<file path="config.mk">
export PLATFORM = sky130hd
export DESIGN_NAME = ray_wall_scan_ctrl
export DESIGN_NICKNAME = d
export VERILOG_FILES = /design/src/rtl/ray_pkg.sv /design/src/rtl/ray_best_hit.sv /design/src/rtl/ray_wall_scan_ctrl.sv
export SDC_FILE = /design/constraint.sdc
export NUM_CORES = 1
export LEC_CHECK = 0
export ABC_AREA = 1
export ABC_CLOCK_PERIOD_IN_PS = 6900
export CORE_MARGIN = 4
export CORE_UTILIZATION = 44
export DETAILED_ROUTE_END_ITERATION = 10
export PLACE_DENSITY = 0.81
export SYNTH_ARGS = -nofsm -noshare
export SYNTH_HDL_FRONTEND = slang
export SYNTH_SLANG_ARGS = --single-unit
export TNS_END_PERCENT = 50
</file>
<file path="constraint.sdc">
create_clock -name i_clk -period 6.9 [get_ports i_clk]
set_clock_uncertainty 0.1 [all_clocks]
set_input_delay 0.69 -clock i_clk [delete_from_list [all_inputs] [get_ports i_clk]]
set_output_delay 0.69 -clock i_clk [all_outputs]
set_load 0.03 [all_outputs]
</file>
<file path="src/rtl/ray_pkg.sv">
// Shared Q8.8 constants, scan FSM encoding and wall-record layout for the ray wall scanner.
package ray_pkg;

    localparam int Q_W = 16;
    localparam logic [Q_W-1:0] Q_ONE    = 16'h0100;
    localparam logic [Q_W-1:0] DIST_MAX = 16'hFFFF;

    // Wall record is {x3, y3, x4, y4}, x3 in the top half-word.
    localparam int WALL_X3_LSB = 48;
    localparam int WALL_Y3_LSB = 32;
    localparam int WALL_X4_LSB = 16;
    localparam int WALL_Y4_LSB = 0;

    typedef enum logic [2:0] {
        IDLE  = 3'd0,
        FETCH = 3'd1,
        LOAD  = 3'd2,
        EVAL  = 3'd3,
        DONE  = 3'd4
    } scan_state_t;

    function automatic logic [Q_W-1:0] wall_field(input logic [63:0] word, input int lsb);
        return word[lsb +: Q_W];
    endfunction

endpackage

</file>
<file path="src/rtl/ray_best_hit.sv">
// Registered nearest-hit keeper: cleared on scan start, updated on each evaluated wall.
// Optional RAY_SCAN_NEAR_CLIP_EN discards hits closer than NEAR_CLIP.
module ray_best_hit
    import ray_pkg::*;
#(
    parameter int              WALL_AW   = 8,
    parameter logic [Q_W-1:0]  NEAR_CLIP = 16'h0040
) (
    input  logic               i_clk,
    input  logic               i_reset,
    input  logic               i_clear,
    input  logic               i_eval,
    input  logic               i_hit,
    input  logic [Q_W-1:0]     i_dist,
    input  logic [Q_W-1:0]     i_uv,
    input  logic [WALL_AW-1:0] i_wall,
    output logic               o_hit,
    output logic [Q_W-1:0]     o_dist,
    output logic [Q_W-1:0]     o_uv,
    output logic [WALL_AW-1:0] o_wall
);

`ifdef RAY_SCAN_NEAR_CLIP_EN
    localparam logic CLIP_EN = 1'b1;
`else
    localparam logic CLIP_EN = 1'b0;
`endif

    logic               r_hit;
    logic [Q_W-1:0]     r_dist;
    logic [Q_W-1:0]     r_uv;
    logic [WALL_AW-1:0] r_wall;
    logic               w_clip_ok;
    logic               w_accept;

    // Strict less-than keeps the lower wall index on equal distances.
    assign w_clip_ok = !CLIP_EN || (i_dist >= NEAR_CLIP);
    assign w_accept  = i_eval && i_hit && w_clip_ok && (i_dist < r_dist);

    always_ff @(posedge i_clk or posedge i_reset) begin
        if (i_reset) begin
            r_hit  <= 1'b0;
            r_dist <= DIST_MAX;
            r_uv   <= '0;
            r_wall <= '0;
        end else if (i_clear) begin
            r_hit  <= 1'b0;
            r_dist <= DIST_MAX;
            r_uv   <= '0;
            r_wall <= '0;
        end else if (w_accept) begin
            r_hit  <= 1'b1;
            r_dist <= i_dist;
            r_uv   <= i_uv;
            r_wall <= i_wall;
        end
    end

    // A miss reports all-zero fields, matching rayCast's own miss convention.
    assign o_hit  = r_hit;
    assign o_dist = r_hit ? r_dist : '0;
    assign o_uv   = r_hit ? r_uv   : '0;
    assign o_wall = r_hit ? r_wall : '0;

endmodule

</file>
<file path="src/rtl/ray_wall_scan_ctrl.sv">
// Scans the wall RAM for one ray through a shared rayCast datapath, returning the nearest hit.
// Build option RAY_SCAN_NEAR_CLIP_EN enables the near-clip filter in ray_best_hit.
//
// state | meaning
// IDLE  | waiting for start; ray latched on accept
// FETCH | wall RAM read issued for wall idx
// LOAD  | wall word registered into rc_x3..rc_y4
// EVAL  | rayCast settled; nearest-hit compare
// DONE  | result held until res_ready
module ray_wall_scan_ctrl
    import ray_pkg::*;
#(
    parameter int              WALL_AW   = 8,
    parameter logic [Q_W-1:0]  NEAR_CLIP = 16'h0040
) (
    input  logic               i_clk,
    input  logic               i_reset,
    input  logic               i_start,
    input  logic [Q_W-1:0]     i_ray_x1,
    input  logic [Q_W-1:0]     i_ray_y1,
    input  logic [Q_W-1:0]     i_ray_x2,
    input  logic [Q_W-1:0]     i_ray_y2,
    input  logic [WALL_AW:0]   i_wall_count,
    output logic               o_busy,
    output logic               o_wall_rd_en,
    output logic [WALL_AW-1:0] o_wall_addr,
    input  logic [63:0]        i_wall_data,
    output logic [Q_W-1:0]     o_rc_x1,
    output logic [Q_W-1:0]     o_rc_y1,
    output logic [Q_W-1:0]     o_rc_x2,
    output logic [Q_W-1:0]     o_rc_y2,
    output logic [Q_W-1:0]     o_rc_x3,
    output logic [Q_W-1:0]     o_rc_y3,
    output logic [Q_W-1:0]     o_rc_x4,
    output logic [Q_W-1:0]     o_rc_y4,
    input  logic               i_rc_hit,
    input  logic [Q_W-1:0]     i_rc_dist,
    input  logic [Q_W-1:0]     i_rc_uv,
    output logic               o_res_valid,
    input  logic               i_res_ready,
    output logic               o_res_hit,
    output logic [Q_W-1:0]     o_res_dist,
    output logic [Q_W-1:0]     o_res_uv,
    output logic [WALL_AW-1:0] o_res_wall
);

    scan_state_t r_state;
    scan_state_t w_state_nxt;

    logic [WALL_AW:0] r_idx;
    logic [WALL_AW:0] r_count;
    logic [Q_W-1:0]   r_rc_x1, r_rc_y1, r_rc_x2, r_rc_y2;
    logic [Q_W-1:0]   r_rc_x3, r_rc_y3, r_rc_x4, r_rc_y4;

    logic w_start_acc;
    logic w_last;
    logic w_load;
    logic w_eval;

    assign w_start_acc = (r_state == IDLE) && i_start;
    assign w_last      = (r_idx == r_count - (WALL_AW+1)'(1));

    always_ff @(posedge i_clk or posedge i_reset) begin
        if (i_reset) begin
            r_state <= IDLE;
        end else begin
            r_state <= w_state_nxt;
        end
    end

    always_comb begin
        w_state_nxt = r_state;
        case (r_state)
            IDLE:    if (i_start) w_state_nxt = (i_wall_count == '0) ? DONE : FETCH;
            FETCH:   w_state_nxt = LOAD;
            LOAD:    w_state_nxt = EVAL;
            EVAL:    w_state_nxt = w_last ? DONE : FETCH;
            DONE:    if (i_res_ready) w_state_nxt = IDLE;
            default: w_state_nxt = IDLE;
        endcase
    end

    always_comb begin
        o_busy       = 1'b0;
        o_wall_rd_en = 1'b0;
        o_res_valid  = 1'b0;
        w_load       = 1'b0;
        w_eval       = 1'b0;
        case (r_state)
            IDLE:    ;
            FETCH:   begin o_busy = 1'b1; o_wall_rd_en = 1'b1; end
            LOAD:    begin o_busy = 1'b1; w_load = 1'b1; end
            EVAL:    begin o_busy = 1'b1; w_eval = 1'b1; end
            DONE:    begin o_busy = 1'b1; o_res_valid = 1'b1; end
            default: ;
        endcase
    end

    // idx is one bit wider than the address so a full 2**WALL_AW scan never wraps.
    always_ff @(posedge i_clk or posedge i_reset) begin
        if (i_reset) begin
            r_idx   <= '0;
            r_count <= '0;
            r_rc_x1 <= '0;
            r_rc_y1 <= '0;
            r_rc_x2 <= '0;
            r_rc_y2 <= '0;
            r_rc_x3 <= '0;
            r_rc_y3 <= '0;
            r_rc_x4 <= '0;
            r_rc_y4 <= '0;
        end else begin
            if (w_start_acc) begin
                r_idx   <= '0;
                r_count <= i_wall_count;
                r_rc_x1 <= i_ray_x1;
                r_rc_y1 <= i_ray_y1;
                r_rc_x2 <= i_ray_x2;
                r_rc_y2 <= i_ray_y2;
            end
            if (w_load) begin
                r_rc_x3 <= wall_field(i_wall_data, WALL_X3_LSB);
                r_rc_y3 <= wall_field(i_wall_data, WALL_Y3_LSB);
                r_rc_x4 <= wall_field(i_wall_data, WALL_X4_LSB);
                r_rc_y4 <= wall_field(i_wall_data, WALL_Y4_LSB);
            end
            if (w_eval && !w_last) begin
                r_idx <= r_idx + (WALL_AW+1)'(1);
            end
        end
    end

    assign o_wall_addr = r_idx[WALL_AW-1:0];
    assign o_rc_x1     = r_rc_x1;
    assign o_rc_y1     = r_rc_y1;
    assign o_rc_x2     = r_rc_x2;
    assign o_rc_y2     = r_rc_y2;
    assign o_rc_x3     = r_rc_x3;
    assign o_rc_y3     = r_rc_y3;
    assign o_rc_x4     = r_rc_x4;
    assign o_rc_y4     = r_rc_y4;

    ray_best_hit #(
        .WALL_AW   (WALL_AW),
        .NEAR_CLIP (NEAR_CLIP)
    ) u_best_hit (
        .i_clk   (i_clk),
        .i_reset (i_reset),
        .i_clear (w_start_acc),
        .i_eval  (w_eval),
        .i_hit   (i_rc_hit),
        .i_dist  (i_rc_dist),
        .i_uv    (i_rc_uv),
        .i_wall  (r_idx[WALL_AW-1:0]),
        .o_hit   (o_res_hit),
        .o_dist  (o_res_dist),
        .o_uv    (o_res_uv),
        .o_wall  (o_res_wall)
    );

endmodule
</file>
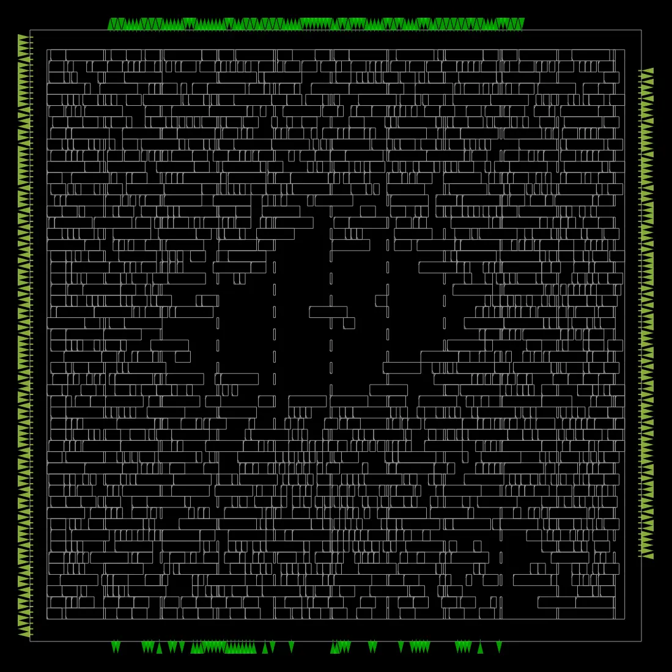
(images/placed.png)
tap cell count: 265
Flops: 190

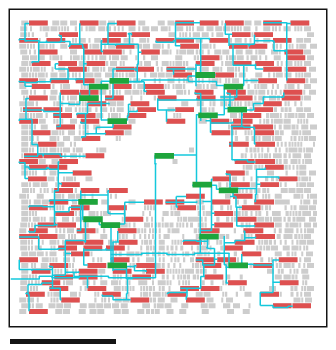
(images/clock_wires.png)
Bar = 50 microns.
Green stands for clock-net drivers, count 17. Cyan stands for clock wires, length 2220 microns. Red stands for flip-flops, count 190.
Position of the flops: all over the die. There are 18 routed clock nets.

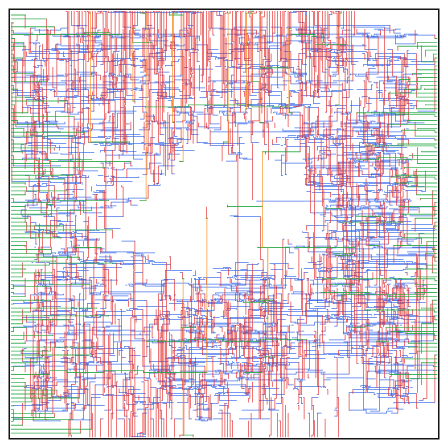
(images/layers.png)
Green stands for M3, wire length 2490 microns. Orange stands for M4, wire length 599 microns. Red stands for M2, wire length 12800 microns. Blue stands for M1, wire length 10100 microns.

==> summary.txt <==
Implementation status.

- At the end of the flow, the number of nets in the layout was 1614.
- The number of ports placed on the die boundary is 354.
- The fraction of post-synthesis cell area in the top cell type by area is 0.498.
- Grouping stages by cell kind, the critical path spends the most delay in simple AND/OR/NAND/NOR gates.
- The core region is between 0.015 and 0.02 sq mm.
- The number of inserted filler cells in the final layout is approximately 1.6k.
- The adder-cell share of the synthesized area is 0.0243.
- The internal portion of the total power is 3.40 mW.
- Per STA, the startpoint of the critical path is i_rc_dist[5].
- STA reports a reg2reg setup slack of 3900 ps.
- The flow ran to the end, and the final reports show no timing, DRC or antenna violations.
- The buffer and inverter count on the worst path is 1.
- The nature of the critical path endpoint is a flop.
- Synthesis handed over a netlist of 1105 instances.
- Between the synthesized netlist and the finished layout, the area growth was recorded as 48.1%.
- The net switching power in the latest report is ~2.8 mW.
- The number of levels in the clock H-tree is 4.
- The clock network power is around 0.96 mW.
- The multi-input gate count is 747.
- The cell-mix breakdown from Yosys lists the simple-gate area share as 0.317.
- The part of the total power dissipated in combinational logic is 0.525.
- The post-route report lists met1 wire length as 10100 microns.
- The violation count after the first detailed-route iteration is 401.
- The achievable clock frequency is roughly 0.32 GHz.
- Counting flops with a built-in enable in the synthesized netlist gives 0.
- The library cell contributing the largest single delay on the critical path is nand2_1.
- The most popular library cell in the synthesized design by count is nand2_1.
- The root buffer cell chosen for the clock tree is clkbuf_16.
- Adding up every negative setup slack in the final design gives 0 ps.
- Total global-route track usage over all layers is 0.230.
- The number of register bits inferred by synthesis is 190.
- The first global-routing pass estimated 40800 microns of wire.
- After clock tree synthesis, the clock-pin slew on the worst setup and hold paths is 70 ps.
- The end point of the worst hold path is o_rc_x2[4].
- The worst setup slack after placement is 3350 ps.
- The post-synthesis average cell area is between 7 and 8 sq um.
- The count of plain and timing-repair buffers is 358.
- The total die size is between 0.02 and 0.025 sq mm.
- The critical path data arrival time is 3390 ps.
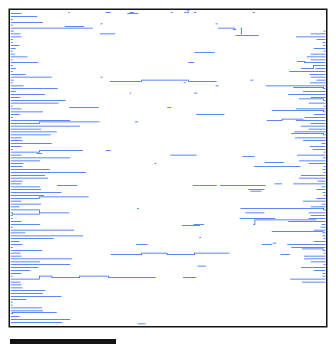
(images/m3.png)
Bar = 50 microns.
232 nets have wire on it. The layer holds 9.6% of the routed length.

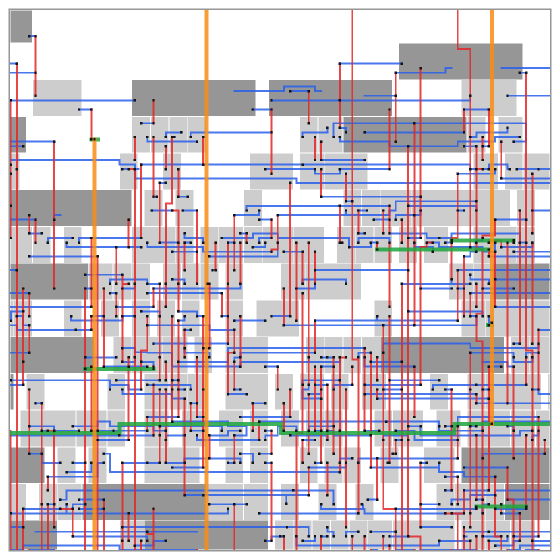
(images/closeup.png)
Window x 54 to 94, y 25 to 65 microns. Cells in gray, sequential cells in the stronger gray; small squares are vias.
Red stands for M2. Green stands for M3. Orange stands for M4. Blue stands for M1.
Netlist names of flops here include r_count (6), r_idx (5). 148 logic cells have their middle in the window. Most frequent: nand2_1 (49), nand3_1 (22), nor2_1 (19). Sequential cells in the window: 11.

Power is estimated from default activity; no workload was simulated.
